==> config.mk <==
export PLATFORM = sky130hd
export DESIGN_NAME = sdram_ring_fifo
export DESIGN_NICKNAME = d
export VERILOG_FILES = /design/src/rtl/sdram_ring_fifo.sv
export SDC_FILE = /design/constraint.sdc
export NUM_CORES = 1
export LEC_CHECK = 0
export ABC_AREA = 1
export CAP_MARGIN = 0
export CORE_UTILIZATION = 35
export CTS_CLUSTER_DIAMETER = 80
export DETAILED_ROUTE_END_ITERATION = 10
export PLACE_DENSITY_LB_ADDON = 0.1
export SETUP_SLACK_MARGIN = 0.05
export SLEW_MARGIN = 10
export SYNTH_ARGS = -nofsm -noshare
export SYNTH_HDL_FRONTEND = slang
export SYNTH_SLANG_ARGS = --single-unit
==> constraint.sdc <==
create_clock -name clk -period 4.8 [get_ports clk]
set_input_delay 0.72 -clock clk [delete_from_list [all_inputs] [get_ports clk]]
set_output_delay 0.72 -clock clk [all_outputs]
set_load 0.02 [all_outputs]
==> src/rtl/sdram_ring_fifo.sv <==
// Streaming sample FIFO that uses SDRAM as a large circular buffer; returned
// read data lands in a small credit-protected on-chip output buffer.
module sdram_ring_fifo #(
   parameter int unsigned buffer_aw = 24,
   parameter int unsigned out_depth = 4
) (
   input  logic        clk,
   input  logic        rst,
   input  logic [15:0] s_data,
   input  logic        s_valid,
   output logic        s_ready,
   output logic [15:0] m_data,
   output logic        m_valid,
   input  logic        m_ready,
   output logic        avalid,
   output logic        awe,
   output logic [23:0] aaddr,
   output logic [15:0] adata,
   input  logic        aready,
   input  logic [15:0] bdata,
   input  logic        bvalid,
   output logic [24:0] level,
   output logic        empty
);
   localparam int unsigned IW = (out_depth > 1) ? $clog2(out_depth) : 1;
   localparam int unsigned CW = IW + 1;
   localparam logic [24:0]   RING_WORDS  = 25'(1) << buffer_aw;
   localparam logic [CW:0]   OUT_DEPTH_C = (CW + 1)'(out_depth);

   typedef enum logic [1:0] {IDLE, REQ_WR, REQ_RD} state_e;

   state_e                 state_q, state_d;
   logic                   last_wr_q, last_wr_d;
   logic                   avalid_q, avalid_d;
   logic                   awe_q, awe_d;
   logic [23:0]            aaddr_q, aaddr_d;
   logic [15:0]            adata_q, adata_d;

   logic                   hold_v_q;
   logic [15:0]            hold_data_q;
   logic [buffer_aw-1:0]   wr_ptr_q, rd_ptr_q;
   logic [24:0]            level_q;
   logic [CW-1:0]          inflight_q, occ_q;
   logic [IW-1:0]          head_q, tail_q;
   logic [15:0]            obuf_q [out_depth];

   logic wr_acc, rd_acc, s_acc, wr_elig, rd_elig, b_push, m_pop;

   assign wr_acc  = avalid_q & awe_q & aready;
   assign rd_acc  = avalid_q & ~awe_q & aready;
   assign s_ready = ~rst & (~hold_v_q | wr_acc);
   assign s_acc   = s_valid & s_ready;
   assign wr_elig = hold_v_q && (level_q < RING_WORDS);
   // Reserve output-buffer space before issuing so returned data always fits.
   assign rd_elig = (level_q != '0) &&
                    (({1'b0, inflight_q} + {1'b0, occ_q}) < OUT_DEPTH_C);
   // Strobes with nothing outstanding (e.g. left over from before a reset) are dropped.
   assign b_push  = bvalid && (inflight_q != '0);
   assign m_valid = (occ_q != '0);
   assign m_pop   = m_valid & m_ready;
   assign m_data  = obuf_q[head_q];

   assign avalid = avalid_q;
   assign awe    = awe_q;
   assign aaddr  = aaddr_q;
   assign adata  = adata_q;
   assign level  = level_q;
   assign empty  = (level_q == '0) && (occ_q == '0) && (inflight_q == '0);

   // Arbiter state register and registered a-channel
   always_ff @(posedge clk) begin
      if (rst) begin
         state_q   <= IDLE;
         last_wr_q <= 1'b0;
         avalid_q  <= 1'b0;
         awe_q     <= 1'b0;
         aaddr_q   <= '0;
         adata_q   <= '0;
      end else begin
         state_q   <= state_d;
         last_wr_q <= last_wr_d;
         avalid_q  <= avalid_d;
         awe_q     <= awe_d;
         aaddr_q   <= aaddr_d;
         adata_q   <= adata_d;
      end
   end

   // Round-robin between write and read when both are eligible
   always_comb begin
      state_d   = state_q;
      last_wr_d = last_wr_q;
      avalid_d  = avalid_q;
      awe_d     = awe_q;
      aaddr_d   = aaddr_q;
      adata_d   = adata_q;
      unique case (state_q)
         IDLE: begin
            if (wr_elig && (!rd_elig || !last_wr_q)) begin
               state_d  = REQ_WR;
               avalid_d = 1'b1;
               awe_d    = 1'b1;
               aaddr_d  = 24'(wr_ptr_q);
               adata_d  = hold_data_q;
            end else if (rd_elig) begin
               state_d  = REQ_RD;
               avalid_d = 1'b1;
               awe_d    = 1'b0;
               aaddr_d  = 24'(rd_ptr_q);
            end
         end
         REQ_WR, REQ_RD: begin
            if (aready) begin
               state_d   = IDLE;
               avalid_d  = 1'b0;
               last_wr_d = (state_q == REQ_WR);
            end
         end
         default: state_d = IDLE;
      endcase
   end

   // Holding register, ring pointers, counters and output buffer
   always_ff @(posedge clk) begin
      if (rst) begin
         hold_v_q    <= 1'b0;
         hold_data_q <= '0;
         wr_ptr_q    <= '0;
         rd_ptr_q    <= '0;
         level_q     <= '0;
         inflight_q  <= '0;
         occ_q       <= '0;
         head_q      <= '0;
         tail_q      <= '0;
         for (int i = 0; i < int'(out_depth); i++) obuf_q[i] <= '0;
      end else begin
         if (s_acc) begin
            hold_v_q    <= 1'b1;
            hold_data_q <= s_data;
         end else if (wr_acc) begin
            hold_v_q <= 1'b0;
         end
         if (wr_acc) wr_ptr_q <= wr_ptr_q + buffer_aw'(1);
         if (rd_acc) rd_ptr_q <= rd_ptr_q + buffer_aw'(1);
         if (wr_acc && !rd_acc)      level_q <= level_q + 25'd1;
         else if (rd_acc && !wr_acc) level_q <= level_q - 25'd1;
         if (rd_acc && !b_push)      inflight_q <= inflight_q + CW'(1);
         else if (b_push && !rd_acc) inflight_q <= inflight_q - CW'(1);
         if (b_push && !m_pop)      occ_q <= occ_q + CW'(1);
         else if (m_pop && !b_push) occ_q <= occ_q - CW'(1);
         if (b_push) begin
            obuf_q[tail_q] <= bdata;
            tail_q         <= tail_q + IW'(1);
         end
         if (m_pop) head_q <= head_q + IW'(1);
      end
   end
endmodule

Run 1, routed metal, one colour a layer:
Scale bar: 50 um.
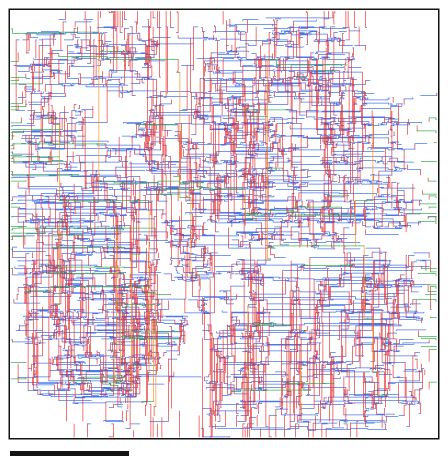
legend:
  M2:
    colour: red
    wire_length: 13100 um
  M4:
    colour: orange
    wire_length: 769 um
  M1:
    colour: blue
    wire_length: 14500 um
  M3:
    colour: green
    wire_length: 1350 um
final WL: 29.7 mm
total track usage: 18.5%
Routed WL per cell: 14.4 um

Run 1, M4 wires:
Scale bar: 50 um.
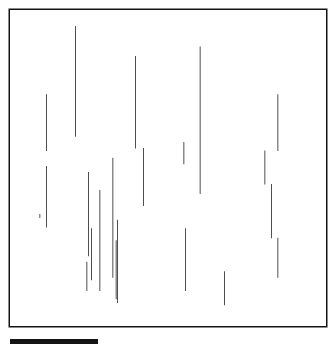
longest straight run: 83.6 um
main direction: vertical
share of all routed wire: 2.6%
wire length on this layer: 769 um
via count: 9962

==> results_dict.tcl, run 1 <==
# collected from the flow reports
set metrics [dict create \
    grtUsageMet1_pct 25.3 \
    status "finished, violations left" \
    max-vdd-ir-drop_uv 335 \
    grt_remaining_overflow 0 \
    ys_seq_share_pct 44.1 \
    ys_sh_simple_pct 30.0 \
    fin_crit_ns 3.67 \
    path_class "flop to output port" \
    skew_ns 0.0126 \
    syn_avg_cell_area_um2 7.20 \
    post-route-drc-count 16 \
    top_area_share_pct 26.6 \
    hpwl_mm 20.2 \
    clkTransAtPathRegs_ns 0.06 \
    die_h_um 180 \
    fp_util_pct 35.8 \
    worst_setup_path_end_kind "output port" \
    worstHoldPathType "flop to flop" \
    yosysChipArea_um2 11000 \
    die_width_um 180 \
    critPathArrivalTime_ns 2.95 \
    finalInstanceArea_um2 13500 \
    place.gp.congestion 0.876 \
    violations "DRC" \
    rsz0062_at_grt "no" \
    slowest_delay_ns 0.79 \
    top_area_cell "dfxtp_1" \
    worstMarginPinSlew_ns 1.01 \
    cts-root-buf "clkbuf_16" \
    postCtsHoldBufs 0 \
    ys.flops 211 \
    grt_max_degree 74 \
    ys_sh_aoi_pct 10.8 \
    xor_area_share_pct 1.74 \
    yosys-top-cells-area "dfxtp_1, edfxtp_1, nor2_1, nand2_1, inv_1" \
]
Run 1, cells coloured by class:
Scale bar: 50 um. Fill, decap, tap and diode cells in grey.
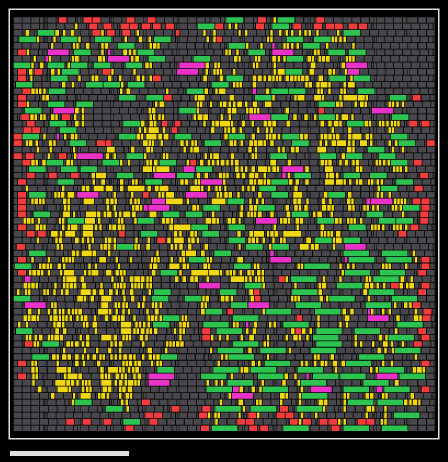
legend:
  remaining buffers and delay cells:
    colour: red
    cells: 138
    share_of_their_area: 10%
  registers:
    colour: green
    cells: 211
    share_of_their_area: 37%
  remaining logic cells:
    colour: yellow
    cells: 1272
    share_of_their_area: 46%
  clock drivers and dummy loads:
    colour: magenta
    cells: 48
    share_of_their_area: 6.6%

## run 1: Yosys cell counts, types with 21 or more instances
library cell	count
a21oi_1	81
nor3_1	31
o21ai_0	122
nand3_1	92
dfxtp_1	147
nor2_1	305
clkbuf_1	29
ha_1	32
nand4_1	21
nand2_1	293
edfxtp_1	64
inv_1	198
## run 1: cell families (layout without fill, tap and decap cells)
| group | Yosys count | in the layout |
|---|---|---|
| AND-OR/OR-AND | 230 | 230 |
| XOR/XNOR | 22 | 22 |
| adder cells (fa/ha/maj) | 35 | 35 |
| buffers and inverters | 260 | 396 |
| flip-flops | 211 | 211 |
| other | 0 | 1 |
| AND/OR/NAND/NOR | 775 | 775 |
## run 1: final cells by class
cell class                      instances  area (um2)  share of cell area (%)
Antenna cell                            1        2.50                  0.0185
Sequential cell                       211        4860                    35.9
Timing Repair Buffer                  138        1340                    9.89
Multi-Input combinational cell       1062        5180                    38.3
Clock inverter                         10         139                    1.03
Tap cell                              396         495                    3.66
Inverter                              210         790                    5.83
Clock buffer                           38         723                    5.34
## run 1: worst min-delay path, stage by stage, from the launching register on
cell,delay (ns)
dfxtp_1,0.30
inv_1,0.05
a21oi_1,0.07
## run 1: through the flow
stage | utilization, % | worst slack [ns] | power [mW] | instances
after floorplan | - | 1.89 | 4.89 | 1533
after global placement | 41.1 | 1.29 | 6.11 | 2017
after detailed placement | 41.1 | 1.30 | 6.12 | 2017
after CTS | 43.9 | 1.08 | 8.15 | 2065
after global routing | 43.9 | 0.914 | 8.73 | 2065
final | 43.9 | 1.13 | 8.04 | 2066
## run 1: state kept, by name (all words and copies together), names as in the netlist, 2 cells and up, named ones only
register,cells
aaddr,24
adata,16
level,25
tail_q,2
occ_q,3
state_q,2
inflight_q,3
head_q,2
wr_ptr_q,24
hold_data_q,16
rd_ptr_q,24
obuf_q,64
## run 1: final timing paths
check,from,endpoint,slack [ns],cells past startpoint
worst max-delay path,flop,m_data[10],1.13,5
worst min-delay path,head_q[1],head_q[1],0.47,2
worst max register to register,awe,level[16],1.98,12
worst min register to register,head_q[1],head_q[1],0.47,2
## run 1: layout by cell type (no fill, tap or decap), types with 21 or more instances in the layout
cell type,n
dfxtp_1,147
ha_1,32
nand4_1,21
a21oi_1,81
inv_1,198
clkdlybuf4s50_1,122
o21ai_0,120
edfxtp_1,64
nand2_1,293
nor3_1,30
clkbuf_16,26
nand3_1,92
nor2_1,305
## run 1: layer usage
| layer | vias up | part of all wire [%] |
|---|---|---|
| met1 | 4552 | 49 |
| li1 | 5164 | - |
| met5 | - | 0 |
| met3 | 49 | 4.5 |
| met4 | 0 | 2.6 |
| met2 | 197 | 44 |
## run 1: where the power goes
part | leakage (nW) | internal [mW] | total (mW) | switching [mW]
Sequential | 1.86 | 2.18 | 2.38 | 0.199
Combinational | 3.64 | 1.31 | 3.67 | 2.36
Clock | 0.422 | 1.21 | 2.00 | 0.789
Run 1, logic cells by family:
Scale bar: 50 um.
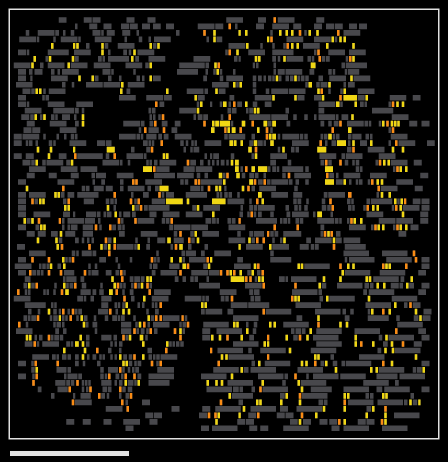

## Run 2: what changed since run 1
==> constraint.sdc (replaced) <==
create_clock -name clk -period 3 [get_ports clk]
set_input_delay 0.45 -clock clk [delete_from_list [all_inputs] [get_ports clk]]
set_output_delay 0.45 -clock clk [all_outputs]
set_load 0.02 [all_outputs]
Run 2, logic cells by family:
Scale bar: 50 um.
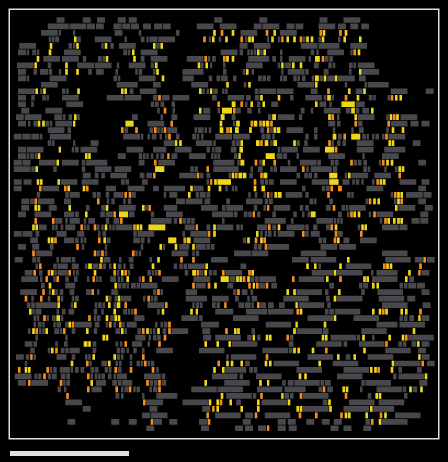
legend:
  nor cells:
    colour: yellow
    cells: 350
    where: widely spread
  inv cells:
    colour: orange
    cells: 210
    where: widely spread
final std cells w/o fill: 2078
most frequent logic cell in the layout: nor2_1
Comb/total area: 38.1%

==> run 2 against run 1 <==
Against the previous run: the run still ends with DRC left; global-route usage down 0.092 points; clock skew is 0.0049 ns higher; worst hold slack got worse by 0.079 ns; clock-buffer cell count stayed put; clock power grew 49%; utilization grew 0.20 points; die area unchanged; non-clock buffer count is 13 higher; critical path depth rose by 4; sequential share of layout area shrank 0.15 points; sequential power rose by about 60%; first-iteration DRC count decreased by 15%; largest cell class unchanged.
==> results_dict.tcl, run 2 <==
# collected from the flow reports
set metrics [dict create \
    rsz0062_at_grt "no" \
    num_antenna_cells 0 \
    postCtsHoldBufs 0 \
    grt_max_degree 71 \
    place.gp.congestion 0.930 \
    setup_ws_ns 0.263 \
    die_h_um 180 \
    top_area_share_pct 26.6 \
    fp_util_pct 35.8 \
    dp_cells 2030 \
    slowest_delay_ns 0.61 \
    dpl_worst_slack_ns 0.000495 \
    final_cell_mix "nor2_1, nand2_1, inv_1" \
    status "finished, violations left" \
    violations "DRC" \
    largest_register_ffs 64 \
    clkTransAtPathRegs_ns 0.06 \
    worstMarginPinSlew_ns 0.712 \
    syn_avg_cell_area_um2 7.20 \
    grt_remaining_overflow 0 \
    fin_util_pct 44.1 \
    post-route-drc-count 6 \
    reg2reg_slack_ns 0.62 \
    r2r_start "avalid" \
]
==> run 2: how the worst max path moves through the flow <==
stage,start,endpoint,slack [ns],cells after the start
CTS,flop,m_data[12],0.06,4
finish,aready,s_ready,0.26,9
global placement,aready,level[11],0.04,16
floorplan,inflight_q[0],obuf_q[3][0],0.34,8
detailed placement,aready,level[11],0.0005,16
global route,aready,s_ready,0.13,9
==> run 2: timing repair <==
action,CTS,global route
pin swaps,0,0
endpoints found under the hold margin,0,0
setup endpoints to repair,1,10
gates resized,1,3
==> run 2: area by class of cell <==
| class | instances | area (um2) |
|---|---|---|
| multi-input combinational | 1062 | 5180 |
| fill | 3139 | 17200 |
| inverter | 210 | 790 |
| tap | 396 | 495 |
| timing repair buffer | 151 | 1460 |
| sequential | 211 | 4870 |
| clock inverter | 10 | 85.1 |
| clock buffer | 38 | 716 |
==> run 2: per-layer routing <==
metal / GRT usage, % / vias to the layer above / wire, um
li1: - / 5191 / -
met1: 24.9 / 4469 / 14600
met2: 30.8 / 167 / 13300
met3: 2.57 / 45 / 1150
met4: 4.31 / 0 / 587
met5: 0 / - / 0
==> run 2: cell families (layout without fill, tap and decap cells) <==
group           after synthesis  in the layout  synth area share (%)
flops                       211            211                  44.1
simple gates                775            775                  30.0
xor+xnor                     22             22                  1.74
compound gates              230            230                  10.8
buf+inv                     260            409                  9.20
fa+ha+maj                    35             35                  4.17
==> run 2: worst reg2reg max path, cell delays in order (launching register included) <==
cell and delay, ns:
dfxtp_1 0.37, nand2_2 0.08, inv_2 0.06, nand2_2 0.08
buf_12 0.17, ha_1 0.34, a21oi_1 0.28, nor2_1 0.07
nor2_1 0.20, nand2_1 0.16, nand2_1 0.09, nand2_1 0.06
nand2_1 0.06, nand2_1 0.04, o21ai_0 0.15, inv_1 0.05
==> run 2: power by group <==
group	internal, mW	total [mW]	switching [mW]	leakage (nW)
clock	1.74	2.98	1.24	0.386
combinational	2.19	5.98	3.79	3.73
sequential	3.49	3.81	0.316	1.86
total	7.42	12.8	5.35	5.98
==> run 2: per-stage QoR <==
step | hold WS (ns) | power (mW)
detailed placement | 0.458 | 9.89
global route | 0.402 | 13.8
floorplan | 0.436 | 7.83
CTS | 0.380 | 13.0
global placement | 0.455 | 9.89
finish | 0.389 | 12.8
Power figures rest on the tool's default switching activity, not on a simulated workload.
